<file path="src/rtl/seq_detector_pkg.sv">
// seq_detector_pkg: shared defaults and verification helper for seq_detector
// Contents:
//   DEF_PAT_W, DEF_PATTERN - default pattern configuration (1101)
//   f_self_overlap         - smallest nonzero shift at which a pattern overlaps
//                            itself; returns pat_w when there is no overlap
package seq_detector_pkg;

    localparam int         DEF_PAT_W   = 4;
    localparam logic [3:0] DEF_PATTERN = 4'b1101;

    function automatic int f_self_overlap(input logic [15:0] pattern, input int pat_w);
        int   res;
        logic ok;
        res = pat_w;
        // Walk shifts downward so the smallest overlapping shift is the last one kept
        for (int s = pat_w - 1; s >= 1; s--) begin
            ok = 1'b1;
            for (int i = 0; i + s < pat_w; i++)
                if (pattern[i] != pattern[i+s]) ok = 1'b0;
            if (ok) res = s;
        end
        return res;
    endfunction

endpackage

</file>
<file path="src/rtl/seq_detector.sv">
// seq_detector: serial bit-pattern detector with registered match pulse and saturating match count
// Ports:
//   clk       - clock, rising edge
//   rst       - synchronous active-high reset
//   in        - serial data bit, sampled every rising edge
//   out       - one-cycle match flag, registered
//   match_cnt - matches since reset, saturating at all-ones
module seq_detector
    import seq_detector_pkg::*;
#(
    parameter int               PAT_W   = DEF_PAT_W,
    parameter logic [PAT_W-1:0] PATTERN = PAT_W'(DEF_PATTERN),
    parameter bit               OVERLAP = 1'b1,
    parameter int               CNT_W   = 8
) (
    input  logic             clk,
    input  logic             rst,
    input  logic             in,
    output logic             out,
    output logic [CNT_W-1:0] match_cnt
);

    localparam int                FILL_W = $clog2(PAT_W + 1);
    localparam logic [FILL_W-1:0] FULL   = FILL_W'(PAT_W);

    if (PAT_W < 2 || PAT_W > 16) begin : g_bad_pat_w
        $error("seq_detector: PAT_W must be within 2..16");
    end

    // Only the youngest PAT_W-1 bits are stored; the full window is those plus the new bit
    logic [PAT_W-2:0]  hist_q;
    logic [PAT_W-1:0]  hist_d;
    logic [FILL_W-1:0] fill_q, fill_d, fill_sat;
    logic [CNT_W-1:0]  cnt_q, cnt_d;
    logic              out_q, hit;

    always_comb begin
        hist_d   = {hist_q, in};
        fill_sat = (fill_q == FULL) ? FULL : fill_q + 1'b1;
        hit      = (fill_sat == FULL) && (hist_d == PATTERN);
        // Without overlap, the match consumes the window so PAT_W fresh bits are needed again
        fill_d   = (hit && !OVERLAP) ? '0 : fill_sat;
        cnt_d    = (hit && cnt_q != '1) ? cnt_q + 1'b1 : cnt_q;
    end

    always_ff @(posedge clk) begin
        if (rst) begin
            hist_q <= '0;
            fill_q <= '0;
            cnt_q  <= '0;
            out_q  <= 1'b0;
        end else begin
            hist_q <= hist_d[PAT_W-2:0];
            fill_q <= fill_d;
            cnt_q  <= cnt_d;
            out_q  <= hit;
        end
    end

    assign out       = out_q;
    assign match_cnt = cnt_q;

endmodule

</file>
<file path="config.mk">
export PLATFORM = sky130hd
export DESIGN_NAME = seq_detector
export DESIGN_NICKNAME = d
export VERILOG_FILES = /design/src/rtl/seq_detector_pkg.sv /design/src/rtl/seq_detector.sv
export SDC_FILE = /design/constraint.sdc
export NUM_CORES = 1
export LEC_CHECK = 0
export ABC_AREA = 1
export ABC_CLOCK_PERIOD_IN_PS = 3600
export CAP_MARGIN = 20
export CORE_MARGIN = 1.5
export CORE_UTILIZATION = 46
export DETAILED_ROUTE_END_ITERATION = 7
export PLACE_DENSITY = 0.79
export SLEW_MARGIN = 15
export SYNTH_ARGS = -nofsm -noshare
export SYNTH_HDL_FRONTEND = slang
export SYNTH_SLANG_ARGS = --single-unit
</file>
<file path="constraint.sdc">
create_clock -name clk -period 3.6 [get_ports clk]
set_input_delay 0.54 -clock clk [delete_from_list [all_inputs] [get_ports clk]]
set_output_delay 0.54 -clock clk [all_outputs]
set_load 0.02 [all_outputs]
</file>
==> flow_metrics.tcl, run 1 <==
# implementation run metrics
set metrics [dict create \
    status "complete, no violations" \
    path_buffers 1 \
    comb_share_pct 45.5 \
    buffers_excl_clock 11 \
    dpl.cell_count 138 \
    nets 133 \
    std_cell_rows 14 \
    yosys_warnings 0 \
    hpwl_um 1040 \
    io_buffers 11 \
    hold_class "flop to flop" \
    tightest_slew_ns 0.273 \
    min_period_ns 1.89 \
    synth_cells 111 \
    critPathTopFamily "buffers and inverters" \
    synth_area_um2 802 \
    muxShareOfSynthArea_pct 0 \
    grt_use_met2_pct 26.1 \
    required_ns 3.06 \
    maxSlewHeadroom_pct 81.7 \
    edf_count 0 \
]
==> run 1: flip-flops by register name, summed over array words and instances, names as in the netlist <==
name / cells
hist_q: 3
fill_q: 3
out: 1
match_cnt: 8
==> run 1: through the flow <==
stage	hold WS (ns)	setup slack (ns)	util [%]	power (W)
floorplan	0.403	2.15	-	0.000229
global placement	0.409	1.81	59.1	0.000237
detailed placement	0.422	1.76	59.1	0.000239
CTS	0.438	1.68	60.9	0.000335
global route	0.468	1.64	60.9	0.000352
finish	0.432	1.71	60.9	0.000330
==> run 1: worst paths after layout <==
path | from | to
worst min register to register | hist_q[1] | hist_q[2]
worst max-delay path | match_cnt[2] | match_cnt[2]
worst min-delay path | hist_q[1] | hist_q[2]
worst max register to register | fill_q[0] | match_cnt[4]
==> run 1: layout by cell type, fill, tap and decap left out <==
cell / synthesis / routed
nand2_1: 30 / 30
nor2_1: 21 / 21
inv_1: 15 / 15
dfxtp_1: 15 / 15
clkdlybuf4s50_1: 0 / 11
nor2_2: 6 / 6
nand2_2: 4 / 4
ha_1: 3 / 3
clkbuf_4: 0 / 3
nand3_4: 2 / 2
nor2_4: 2 / 2
nand3_1: 2 / 2
clkinv_2: 1 / 2
a21oi_1: 2 / 2
o21ai_4: 1 / 1
nand4_2: 1 / 1
clkinv_1: 1 / 1
nor3_1: 1 / 1
nand4_1: 1 / 1
xor2_1: 1 / 1
xnor2_1: 1 / 1
nand3_2: 1 / 1
==> run 1: cells by family after synthesis <==
kind of cell | count (synthesis)
compound gates | 3
xor+xnor | 2
fa+ha+maj | 3
buf+inv | 17
flops | 15
simple gates | 71
==> run 1: power by group <==
group          internal [W]  total [W]  switching, W
registers          0.000173   0.000178    0.00000440
logic             0.0000204  0.0000570     0.0000365
clock network     0.0000412  0.0000952     0.0000539
total              0.000235   0.000330     0.0000949
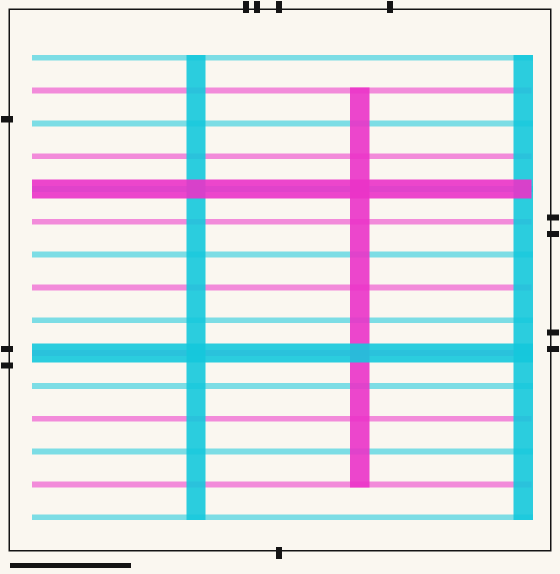
Run 1: power grid
Scale bar: 10 um. Pins as bars on the die edge.
- VDD: magenta
- VSS: cyan
- met1 rails: 15
- met4 straps: 3

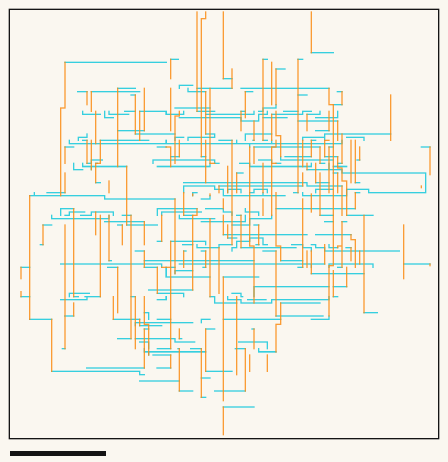
Run 1: wiring by layer
Scale bar: 10 um. Only two layers are drawn.
- met1: cyan (wire length 665 um)
- met2: orange (wire length 603 um)
via count: 678
gr usage total: 15.6%
total wire length: 1330 um

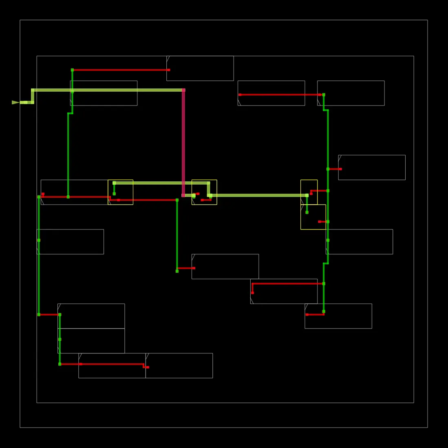
Run 1: the clock network
Clock buffer cells: 3
Worst-Skew Late Latency: 0.28 ns
Clock Skews: 0.00680 ns
P_clk: 0.0000952 W

## Run 2: what changed since run 1
--- a/config.mk
+++ b/config.mk
@@ -6,7 +6,7 @@
 export NUM_CORES = 1
 export LEC_CHECK = 0
 export ABC_AREA = 1
-export ABC_CLOCK_PERIOD_IN_PS = 3600
+export ABC_CLOCK_PERIOD_IN_PS = 1900
 export CAP_MARGIN = 20
 export CORE_MARGIN = 1.5
 export CORE_UTILIZATION = 46
==> constraint.sdc (replaced) <==
create_clock -name clk -period 1.9 [get_ports clk]
set_input_delay 0.285 -clock clk [delete_from_list [all_inputs] [get_ports clk]]
set_output_delay 0.285 -clock clk [all_outputs]
set_load 0.02 [all_outputs]
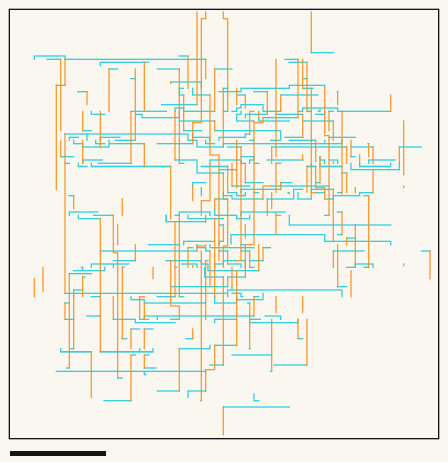
Run 2: wiring by layer
Scale bar: 10 um. Only two layers are drawn.
- met1: cyan (wire length 625 um)
- met2: orange (wire length 615 um)

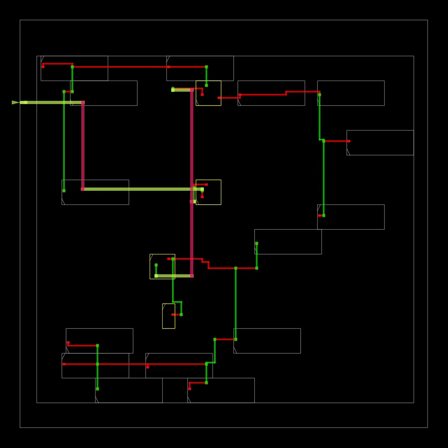
Run 2: the clock network
# clock sinks: 15
Clock Skews: 0.00102 ns

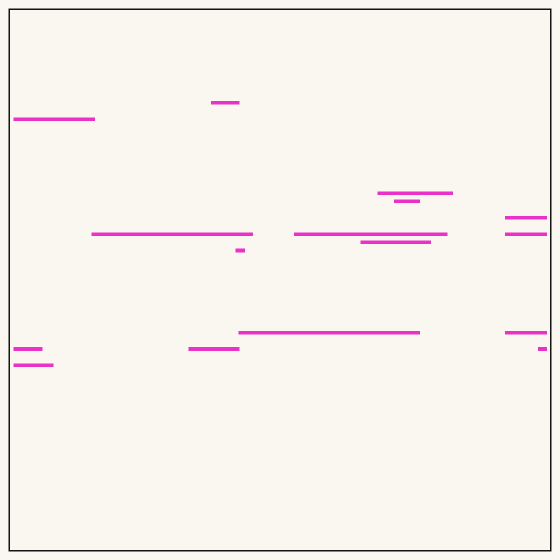
Run 2: metal 3
- longest straight run: 14.7 um
- wire length on this layer: 81.3 um
- nets with wire on the layer: 13
- main direction: horizontal

==> run 2 against run 1 <==
Net effect:
- cell count increased by 0.70%
- area after synthesis did not move
- clock-buffer cell count up 1
- combinational power rose by 91%
- non-clock buffer count is 1 higher
- routed wire length increased by 1.8%
- register-to-register slack got worse by 1.7 ns
- critical path type unchanged
- largest cell class unchanged
==> flow_metrics.tcl, run 2 <==
# implementation run metrics
set metrics [dict create \
    status "complete, no violations" \
    area_delta_synth_final_pct 20.4 \
    clkPwrFrac_pct 29.0 \
    yosys_warnings 0 \
    hold_class "flop to flop" \
    ys.flops 15 \
    nets 134 \
    crit_start "match_cnt[2]" \
    final_cell_mix "nand2_1 (30), nor2_1 (21), inv_1 (15), dfxtp_1 (15), clkdlybuf4s50_1 (11)" \
    p_comb_share_pct 17.3 \
    min_period_ns 1.65 \
    via_count 691 \
    tightest_slew_ns 0.261 \
    worst_hold_path.num_cells 2 \
    hpwl_um 1050 \
    path_clk_slew_ns 0.08 \
    io_buffers 11 \
    clock_latency_ns 0.28 \
    die_h_um 44.8 \
    critPathTopFamily "buffers and inverters" \
    largest_reg_flops 8 \
    wirelength_um 1350 \
    track_usage_pct 15.8 \
    synth_cells 111 \
    required_ns 1.62 \
    std_cell_rows 14 \
    layout_top_cell "nand2_1" \
    p_sw_share_pct 28.2 \
    hp-start "hist_q[1]" \
    r2r_start "fill_q[0]" \
    path_buffers 1 \
    dpl.cell_count 139 \
    synth_area_um2 802 \
    rr_endpoint "match_cnt[4]" \
    core_region_area_mm2 0.00158 \
    p_int_w 0.000450 \
]
run 2: area by class of cell:
class                           count  area [um^2]
Tap cell                           16         20.0
Timing Repair Buffer               12          118
Sequential cell                    15          300
Fill cell                         140          611
Multi-Input combinational cell     79          437
Clock buffer                        4         26.3
Inverter                           17         65.1
run 2: worst min-delay path by stage:
stage | endpoint | slack, ns
2_1_floorplan | hist_q[0] | 0.36
5_1_grt | hist_q[1] | 0.46
4_1_cts | hist_q[2] | 0.44
3_5_place_dp | hist_q[2] | 0.43
3_3_place_gp | hist_q[2] | 0.41
6_report | hist_q[2] | 0.44
run 2: power by group through the flow:
stage               registers, W  logic [W]  clock network [W]
global route            0.000339   0.000123           0.000198
floorplan               0.000342  0.0000913                  0
finish                  0.000336   0.000109           0.000182
global placement        0.000343   0.000107                  0
CTS                     0.000337   0.000110           0.000185
detailed placement      0.000344   0.000110                  0
run 2: cells by family (layout without fill, tap and decap cells):
group           after synthesis  after routing  share of synthesized area (%)
fa+ha+maj                     3              3                           4.68
buf+inv                      17             33                           8.11
compound gates                3              3                           3.28
simple gates                 71             71                           44.3
xor+xnor                      2              2                           2.18
flops                        15             15                           37.4
run 2: metal layers:
metal	part of all wire (%)	wire (um)
met1	46	625
met2	46	615
met3	6.0	81
met4	2.1	29
met5	0	0
run 2: stage by stage:
stage | setup slack (ns) | util (%) | total power (W)
floorplan | 0.454 | - | 0.000434
global placement | 0.361 | 59.6 | 0.000450
detailed placement | 0.334 | 59.6 | 0.000454
CTS | 0.237 | 61.3 | 0.000632
global route | 0.178 | 61.3 | 0.000660
finish | 0.250 | 61.3 | 0.000627
## Run 3: what changed since run 2
--- a/config.mk
+++ b/config.mk
@@ -12,6 +12,7 @@
 export CORE_UTILIZATION = 46
 export DETAILED_ROUTE_END_ITERATION = 7
 export PLACE_DENSITY = 0.79
+export SKIP_LAST_GASP = 1
 export SLEW_MARGIN = 15
 export SYNTH_ARGS = -nofsm -noshare
 export SYNTH_HDL_FRONTEND = slang
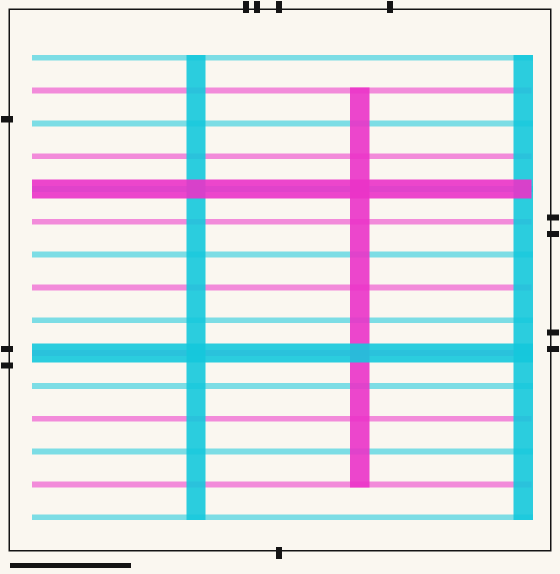
Run 3: power grid
Scale bar: 10 um. Pins as bars on the die edge.
- VSS: cyan
- VDD: magenta
- rows: 14
- met5 straps: 2
- signal pins: 12
- met1 rails: 15

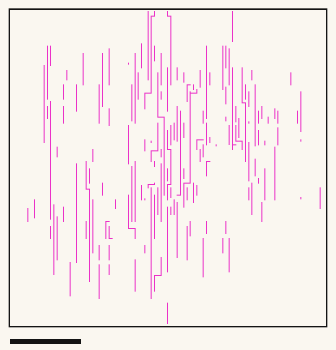
Run 3: the metal 2 layer
Scale bar: 10 um.
- share of all routed wire: 46%
- main direction: vertical
- nets with wire on the layer: 109
- longest straight run: 16.7 um
- wire length on this layer: 615 um

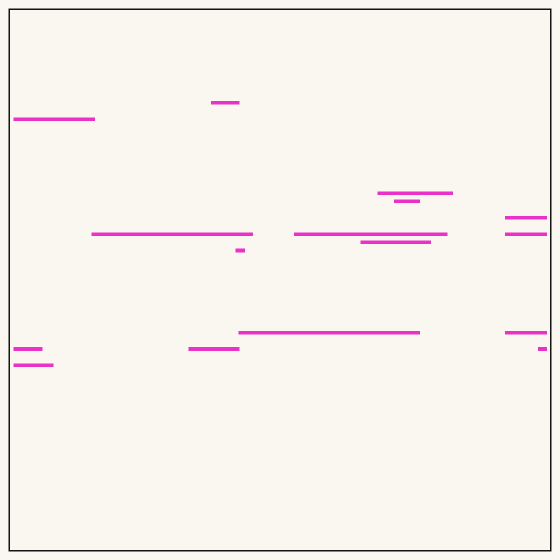
Run 3: metal 3
- nets with wire on the layer: 13
- wire length on this layer: 81.3 um
via count: 691
met3 Use GR: 2.40%
total wire length: 1350 um

==> run 3 against run 2 <==
Net effect:
- register-to-register slack about the same
- final area unchanged
- setup slack unchanged
- non-clock buffer count unchanged
- sequential power about the same
- first-iteration DRC count unchanged
- core utilization unchanged
- power unchanged
- area after synthesis unchanged
- routed wire length unchanged
- flip-flop count unchanged
- clock skew unchanged
- critical path type unchanged
==> flow_metrics.tcl, run 3 <==
# implementation run metrics
set metrics [dict create \
    ys.flops 15 \
    status "complete, no violations" \
    path_buffers 1 \
    area_delta_synth_final_pct 20.4 \
    min_to "hist_q[2]" \
    simple_gate_area_share_pct 44.3 \
    fin_util_pct 61.3 \
    adder_share_pct 4.68 \
    yosys_warnings 0 \
    hpwl_um 1050 \
    hold_class "flop to flop" \
    ys_top_logic_family "simple AND/OR/NAND/NOR gates" \
    r2r_start "fill_q[0]" \
    skew_ns 0.00102 \
    synth_area_um2 802 \
    layout_top_cell "nand2_1" \
    rr_endpoint "match_cnt[4]" \
    required_ns 1.62 \
    hp-start "hist_q[1]" \
    min_period_ns 1.65 \
    cts_sinks 15 \
    tightest_slew_ns 0.261 \
    nets 134 \
    path_clk_slew_ns 0.08 \
    muxShareOfSynthArea_pct 0 \
    track_usage_pct 15.8 \
    clock_latency_ns 0.28 \
]
[run 3: cell counts in the layout (fill, tap and decap cells not counted)]
Identical to the previous run, type by type.
[run 3: where the power goes]
part           switching, W  internal (W)
Combinational     0.0000686     0.0000401
Sequential       0.00000805      0.000328
Clock              0.000100     0.0000816
Total              0.000177      0.000450
[run 3: layout make-up]
cell class / instances / area [um^2]
multi-input cells: 79 / 437
fillers: 140 / 611
repair buffers: 12 / 118
flip-flops and latches: 15 / 300
clock buffers: 4 / 26.3
inverters: 17 / 65.1
well taps: 16 / 20.0
[run 3: logic make-up after synthesis]
group	Yosys count
DFF	15
and+or+nand+nor	71
adders and majority gates	3
AOI/OAI and AO/OA	3
xor gates and xnor gates	2
buffers and inverters	17
[run 3: worst min-delay path, stage by stage (launching register included)]
cell     delay (ns)
dfxtp_1        0.32
inv_1          0.05
nor2_1         0.03
[run 3: how the worst max path moves through the flow]
stage / endpoint / slack (ns) / cells past startpoint
floorplan: match_cnt[4] / 0.45 / 8
global placement: match_cnt[4] / 0.36 / 8
detailed placement: match_cnt[4] / 0.33 / 8
CTS: match_cnt[2] / 0.24 / 1
global route: match_cnt[7] / 0.18 / 8
finish: match_cnt[2] / 0.25 / 1
[run 3: metal layers]
metal	share of wire [%]	wire length [um]	GRT usage (%)
met4	2.1	29	9.09
met5	0	0	0
met2	46	615	24.1
met1	46	625	21.3
met3	6.0	81	2.40
[run 3: through the flow]
stage | area [um^2] | worst slack [ns] | std cells
floorplan | 802 | 0.454 | 111
global placement | 940 | 0.361 | 139
detailed placement | 940 | 0.334 | 139
CTS | 966 | 0.237 | 143
global route | 966 | 0.178 | 143
finish | 966 | 0.250 | 143
Power figures rest on the tool's default switching activity, not on a simulated workload.
